Cell placement:
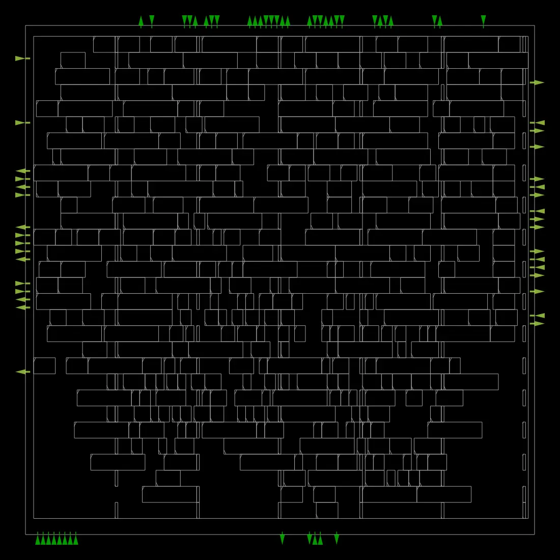
Signal wires by layer:
Drawn at 4 px/um. Two of the layers only.
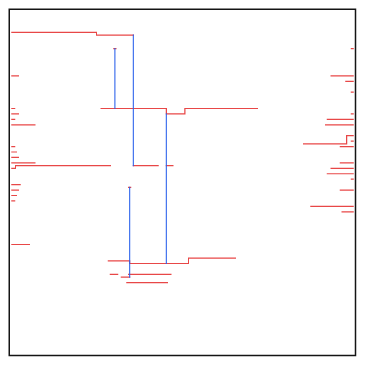
--- config.mk ---
export PLATFORM = sky130hd
export DESIGN_NAME = msd_cmd_sequencer
export DESIGN_NICKNAME = d
export VERILOG_FILES = /design/src/rtl/msd_pkg.sv /design/src/rtl/msd_addr_map.sv /design/src/rtl/msd_cmd_sequencer.sv
export SDC_FILE = /design/constraint.sdc
export NUM_CORES = 1
export LEC_CHECK = 0
export CAP_MARGIN = 40
export CORE_UTILIZATION = 51
export DETAILED_ROUTE_END_ITERATION = 10
export GPL_TIMING_DRIVEN = 0
export MAX_ROUTING_LAYER = met4
export PLACE_DENSITY_LB_ADDON = 0.3
export RECOVER_POWER = 100
export SLEW_MARGIN = 20
export SYNTH_ARGS = -nofsm -noshare
export SYNTH_HDL_FRONTEND = slang
export SYNTH_SLANG_ARGS = --single-unit
--- constraint.sdc ---
create_clock -name clk -period 2.6 [get_ports clk]
set_input_delay 0.26 -clock clk [delete_from_list [all_inputs] [get_ports clk]]
set_output_delay 0.26 -clock clk [all_outputs]
set_load 0.05 [all_outputs]
--- src/rtl/msd_pkg.sv ---
// rtl/msd_pkg.sv - shared types, op encodings, address fields and default DDR5 timings
package msd_pkg;

  typedef enum logic [2:0] {
    CMD_NOP  = 3'd0,
    CMD_ACT0 = 3'd1,
    CMD_ACT1 = 3'd2,
    CMD_RD0  = 3'd3,
    CMD_RD1  = 3'd4,
    CMD_WR0  = 3'd5,
    CMD_WR1  = 3'd6,
    CMD_PRE  = 3'd7
  } cmd_e;

  localparam logic [1:0] OP_RD  = 2'd0;
  localparam logic [1:0] OP_WR  = 2'd1;
  localparam logic [1:0] OP_IF  = 2'd2;
  localparam logic [1:0] OP_ILL = 2'd3;

  localparam int ADDR_W   = 36;
  localparam int CHAN_LSB = 6;
  localparam int CHAN_W   = 1;
  localparam int BG_LSB   = 7;
  localparam int BG_W     = 3;
  localparam int BANK_LSB = 10;
  localparam int BANK_W   = 2;
  localparam int COL_LSB  = 12;
  localparam int COL_W    = 6;
  localparam int ROW_LSB  = 18;
  localparam int ROW_W    = 16;

  localparam int DEF_T_RCD   = 39;
  localparam int DEF_T_RAS   = 76;
  localparam int DEF_T_RTP   = 18;
  localparam int DEF_T_CWL   = 38;
  localparam int DEF_T_BURST = 8;
  localparam int DEF_T_WR    = 48;
  localparam int DEF_T_RP    = 39;
  localparam int DEF_CNT_W   = 8;

  function automatic int max_int(input int a, input int b);
    return (a > b) ? a : b;
  endfunction

endpackage

--- src/rtl/msd_addr_map.sv ---
// rtl/msd_addr_map.sv - combinational physical address to chan/bg/bank/row/col decode
module msd_addr_map
  import msd_pkg::*;
(
  input  logic [ADDR_W-1:0] addr_i,
  output logic              chan_o,
  output logic [BG_W-1:0]   bg_o,
  output logic [BANK_W-1:0] bank_o,
  output logic [ROW_W-1:0]  row_o,
  output logic [COL_W-1:0]  col_o
);

  // bits below the channel select and above the row are not used by the DRAM mapping
  logic unused_bits;
  assign unused_bits = ^{addr_i[ADDR_W-1:ROW_LSB+ROW_W], addr_i[CHAN_LSB-1:0]};

  assign chan_o = addr_i[CHAN_LSB];
  assign bg_o   = addr_i[BG_LSB +: BG_W];
  assign bank_o = addr_i[BANK_LSB +: BANK_W];
  assign row_o  = addr_i[ROW_LSB +: ROW_W];
  assign col_o  = addr_i[COL_LSB +: COL_W];

endmodule

--- src/rtl/msd_cmd_sequencer.sv ---
// rtl/msd_cmd_sequencer.sv - closed-page ACT/CAS/PRE sequencer; optional trace via MSD_CMD_TRACE_EN
module msd_cmd_sequencer
  import msd_pkg::*;
#(
  parameter int T_RCD   = DEF_T_RCD,
  parameter int T_RAS   = DEF_T_RAS,
  parameter int T_RTP   = DEF_T_RTP,
  parameter int T_CWL   = DEF_T_CWL,
  parameter int T_BURST = DEF_T_BURST,
  parameter int T_WR    = DEF_T_WR,
  parameter int T_RP    = DEF_T_RP,
  parameter int CNT_W   = DEF_CNT_W
) (
  input  logic              clk,
  input  logic              rst_n,
  input  logic              req_valid,
  output logic              req_ready,
  input  logic [1:0]        req_op,
  input  logic [ADDR_W-1:0] req_addr,
  output logic              cmd_valid,
  output cmd_e              cmd,
  output logic              cmd_chan,
  output logic [BG_W-1:0]   cmd_bg,
  output logic [BANK_W-1:0] cmd_bank,
  output logic [ROW_W-1:0]  cmd_row,
  output logic [COL_W-1:0]  cmd_col,
  output logic              busy,
  output logic              err_op
);

  // PRE distance is a sum of up to four timings, so it gets two extra bits
  localparam int PW   = CNT_W + 2;
  localparam int P_RD = max_int(T_RAS, T_RCD + T_RTP);
  localparam int P_WR = T_RCD + T_CWL + T_BURST + T_WR;

  typedef enum logic [3:0] {
    S_IDLE, S_ACT0, S_ACT1, S_WAIT_RCD, S_CAS0, S_CAS1, S_WAIT_PRE, S_PRE, S_WAIT_RP
  } state_e;

  state_e              state_q, state_d;
  logic                chan_q, chan_d, wr_q, wr_d, err_q, err_d;
  logic [BG_W-1:0]     bg_q, bg_d;
  logic [BANK_W-1:0]   bank_q, bank_d;
  logic [ROW_W-1:0]    row_q, row_d;
  logic [COL_W-1:0]    col_q, col_d;
  logic [CNT_W-1:0]    tcnt_q, tcnt_d;
  logic [PW-1:0]       pcnt_q, pcnt_d;
  logic                dec_chan, accept;
  logic [BG_W-1:0]     dec_bg;
  logic [BANK_W-1:0]   dec_bank;
  logic [ROW_W-1:0]    dec_row;
  logic [COL_W-1:0]    dec_col;
  logic                cmd_valid_d;
  cmd_e                cmd_d;

  msd_addr_map u_addr_map (
    .addr_i (req_addr),
    .chan_o (dec_chan),
    .bg_o   (dec_bg),
    .bank_o (dec_bank),
    .row_o  (dec_row),
    .col_o  (dec_col)
  );

  assign req_ready = (state_q == S_IDLE);
  assign busy      = (state_q != S_IDLE);
  assign err_op    = err_q;
  assign accept    = req_valid && req_ready;

  // next state, request capture and sticky illegal-op flag
  always_comb begin
    state_d = state_q;
    chan_d  = chan_q;
    bg_d    = bg_q;
    bank_d  = bank_q;
    row_d   = row_q;
    col_d   = col_q;
    wr_d    = wr_q;
    err_d   = err_q;
    case (state_q)
      S_IDLE: begin
        if (accept) begin
          if (req_op == OP_ILL) begin
            err_d = 1'b1;
          end else begin
            state_d = S_ACT0;
            chan_d  = dec_chan;
            bg_d    = dec_bg;
            bank_d  = dec_bank;
            row_d   = dec_row;
            col_d   = dec_col;
            wr_d    = (req_op == OP_WR);
          end
        end
      end
      S_ACT0:     state_d = S_ACT1;
      S_ACT1:     state_d = (tcnt_q == '0) ? S_CAS0 : S_WAIT_RCD;
      S_WAIT_RCD: if (tcnt_q == '0) state_d = S_CAS0;
      S_CAS0:     state_d = S_CAS1;
      S_CAS1:     state_d = (pcnt_q == '0) ? S_PRE : S_WAIT_PRE;
      S_WAIT_PRE: if (pcnt_q == '0) state_d = S_PRE;
      S_PRE:      state_d = (tcnt_q == '0) ? S_IDLE : S_WAIT_RP;
      S_WAIT_RP:  if (tcnt_q == '0) state_d = S_IDLE;
      default:    state_d = S_IDLE;
    endcase
  end

  // tRCD/tRP share one counter; the PRE counter runs from ACT0 independently
  always_comb begin
    tcnt_d = (tcnt_q != '0) ? tcnt_q - 1'b1 : tcnt_q;
    pcnt_d = (pcnt_q != '0) ? pcnt_q - 1'b1 : pcnt_q;
    if (state_d == S_ACT0 && state_q == S_IDLE) begin
      tcnt_d = CNT_W'(T_RCD - 1);
      pcnt_d = wr_d ? PW'(P_WR - 1) : PW'(P_RD - 1);
    end else if (state_d == S_PRE) begin
      tcnt_d = CNT_W'(T_RP - 2);
    end
  end

  // command decode from the upcoming state so the outputs can be registered
  always_comb begin
    cmd_valid_d = 1'b1;
    cmd_d       = CMD_NOP;
    case (state_d)
      S_ACT0:  cmd_d = CMD_ACT0;
      S_ACT1:  cmd_d = CMD_ACT1;
      S_CAS0:  cmd_d = wr_d ? CMD_WR0 : CMD_RD0;
      S_CAS1:  cmd_d = wr_d ? CMD_WR1 : CMD_RD1;
      S_PRE:   cmd_d = CMD_PRE;
      default: cmd_valid_d = 1'b0;
    endcase
  end

  // state, request fields and counters
  always_ff @(posedge clk or negedge rst_n) begin
    if (!rst_n) begin
      state_q <= S_IDLE;
      chan_q  <= 1'b0;
      bg_q    <= '0;
      bank_q  <= '0;
      row_q   <= '0;
      col_q   <= '0;
      wr_q    <= 1'b0;
      err_q   <= 1'b0;
      tcnt_q  <= '0;
      pcnt_q  <= '0;
    end else begin
      state_q <= state_d;
      chan_q  <= chan_d;
      bg_q    <= bg_d;
      bank_q  <= bank_d;
      row_q   <= row_d;
      col_q   <= col_d;
      wr_q    <= wr_d;
      err_q   <= err_d;
      tcnt_q  <= tcnt_d;
      pcnt_q  <= pcnt_d;
    end
  end

  // registered command bus; address fields forced to zero on NOP cycles
  always_ff @(posedge clk or negedge rst_n) begin
    if (!rst_n) begin
      cmd_valid <= 1'b0;
      cmd       <= CMD_NOP;
      cmd_chan  <= 1'b0;
      cmd_bg    <= '0;
      cmd_bank  <= '0;
      cmd_row   <= '0;
      cmd_col   <= '0;
    end else begin
      cmd_valid <= cmd_valid_d;
      cmd       <= cmd_d;
      cmd_chan  <= cmd_valid_d ? chan_d : 1'b0;
      cmd_bg    <= cmd_valid_d ? bg_d   : '0;
      cmd_bank  <= cmd_valid_d ? bank_d : '0;
      cmd_row   <= cmd_valid_d ? row_d  : '0;
      cmd_col   <= cmd_valid_d ? col_d  : '0;
    end
  end

`ifdef MSD_CMD_TRACE_EN
  logic [63:0] cycle_q;

  // cycle-stamped command log and illegal-op report
  always_ff @(posedge clk or negedge rst_n) begin
    if (!rst_n) begin
      cycle_q <= '0;
    end else begin
      cycle_q <= cycle_q + 64'd1;
      if (cmd_valid) begin
        if (cmd == CMD_PRE)
          $display("%0d %0d %s %0d %0d", cycle_q, cmd_chan, cmd.name(), cmd_bg, cmd_bank);
        else if (cmd == CMD_ACT0 || cmd == CMD_ACT1)
          $display("%0d %0d %s %0d %0d %0d", cycle_q, cmd_chan, cmd.name(), cmd_bg, cmd_bank, cmd_row);
        else
          $display("%0d %0d %s %0d %0d %0d", cycle_q, cmd_chan, cmd.name(), cmd_bg, cmd_bank, cmd_col);
      end
      if (err_d && !err_q)
        $display("%0d error: illegal op 3 accepted", cycle_q);
    end
  end
`else
  // trace disabled: no cycle counter, no simulation output
`endif

endmodule

==> results.tsv <==
stage	metric	value	unit
outcome	outcome	finished clean	
timing	final setup violation count	0	
clock_network	clock sink total	84	
synthesis	Post-synth EDFFs	0	
clock_network	worst skew pair latency	0.35	ns
synthesis	Synth Cell Area	3610	sq um
worst_setup_path	crit path capture type	output port	
synthesis	asr flop ratio synth	100	%
synthesis	AO/OA Area Share	10.9	%
hold_path	Hold Path Depth	2	
drt	Antenna Nets Post-Route	0	
placement	pre-CTS setup slack	0.376	ns
synthesis	yosys stat area	3610	sq um
clock_network	clk slew on worst S/H paths	0.08	ns
timing	Sum Neg Setup Slack	0	ns
synthesis	Post-synth top flop	dfrtp_1	
floorplan	Die H	86.2	um
worst_setup_path	CP Class	reg2out	
finish	clk_buf instances	10	
drt	M1 WL	3.23	mm
pwr	combinational group power	669	uW
flow_run	tool warnings	34	
drt	uppermost layer routed	met4	
synthesis	Adder Area Share	0.693	%
pwr	Clk pwr share	31.7	%
clock_network	# H-tree levels	3	
pwr	Top Consumer	registers	
clock_network	postcts setup bufs	0	
worst_setup_path	worst reg2reg path startpoint	state_q[0]	
pwr	Gate power share	20.1	%
hold_path	Hold EP	err_op	
drt	detailed-route wire length	6.87	mm
clock_network	CTS tree	yes	
synthesis	yosys xor share	2.42	%
timing	Final period util	93.7	%
finish	#MultiIn Comb	175	
worst_setup_path	critical path cell sequence	buf_6, nor4_4, dlygate4sd3_1	
finish	Total Nets Final	403	
pwr	total power	3.33	mW
finish	most numerous logic cell after layout	dfrtp_1	
global_route	first-pass GRT wire length	11.6	mm
worst_setup_path	WP buf/inv	2	
worst_setup_path	Crit path largest cell delay	0.93	ns
drt	drt pass-1 iters	4	
timing	worst relative slew slack	35.9	%
pwr	Psw	1.00	mW
flow_run	maxcap violations	0	
floorplan	io pins	76	
timing	clk_skew	0.00536	ns
worst_setup_path	RR Endpoint	cmd_row[15]	
synthesis	mean post-synth cell area	12.9	sq um
finish	register area	2100	sq um
global_route	vias in the first global route	2387	
finish	non-clock buffer count in the final layout	83	
finish	commonest non-fill, non-tap cells in the layout	dfrtp_1, dlygate4sd3_1, clkdlybuf4s50_1	
synthesis	Commonest cells post-synth	dfrtp_1, a21boi_1, mux2_4, nand2_1, nor2_1	
synthesis	and+or+nand+nor area frac	12.0	%
drt	DRT iter0 DRCs	96	
finish	antenna cells	0	
finish	largest class	registers	
floorplan	# rows	30	
pwr	VDD IR max	0.000401	V
synthesis	post-synth top area cell	dfrtp_1	
worst_setup_path	CP Launch Type	register	
synthesis	synth warn	0	
synthesis	Mux area share	12.2	%
synthesis	Yosys cell types	41	
worst_setup_path	delay-heaviest family, CP	buffers and inverters	
finish	Data buffer area share	17.3	%
pwr	Internal Power	2.33	mW
timing	RSZ-0062 raised after global routing	no	
synthesis	Synth flops	84	
floorplan	Die Area	7420	sq um
timing	FMAX	411	MHz
floorplan	Die W	86.2	um
clock_network	CTS Buf Count	9	
Notes on 'cell placement' above:
# fillers: 545
Seq area share: 46.3%
core area: 6830 sq um
Final Util: 66.5%

Notes on 'signal wires by layer' above:
- blue: M4 (wire length 107 um)
- red: M3 (wire length 266 um)
via count: 2368
GRT Util Overall: 21.2%
Avg WL per Cell: 14.9 um

[state kept, by name, indices dropped and copies added, names as in the netlist, 2 cells and up]
signal,flops
cmd_row,16
row_q,16
pcnt_q,10
tcnt_q,8
cmd_col,6
col_q,6
state_q,4
bg_q,3
cmd,3
cmd_bg,3
bank_q,2
cmd_bank,2
[worst max-delay path by stage]
| stage | from | end | slack, ns | cells after the start |
|---|---|---|---|---|
| 2_1_floorplan | state_q[0] | cmd[2] | 0.13 | 6 |
| 6_report | state_q[0] | req_ready | 0.16 | 3 |
| 3_5_place_dp | tcnt_q[0] | cmd_row[5] | 0.38 | 9 |
| 3_3_place_gp | rst_n | tcnt_q[4] | -1.64 | 1 |
| 5_1_grt | tcnt_q[0] | cmd_row[8] | 0.02 | 9 |
| 4_1_cts | state_q[0] | busy | 0.11 | 4 |
No activity file was given, so power comes from the tool's default toggle rates.
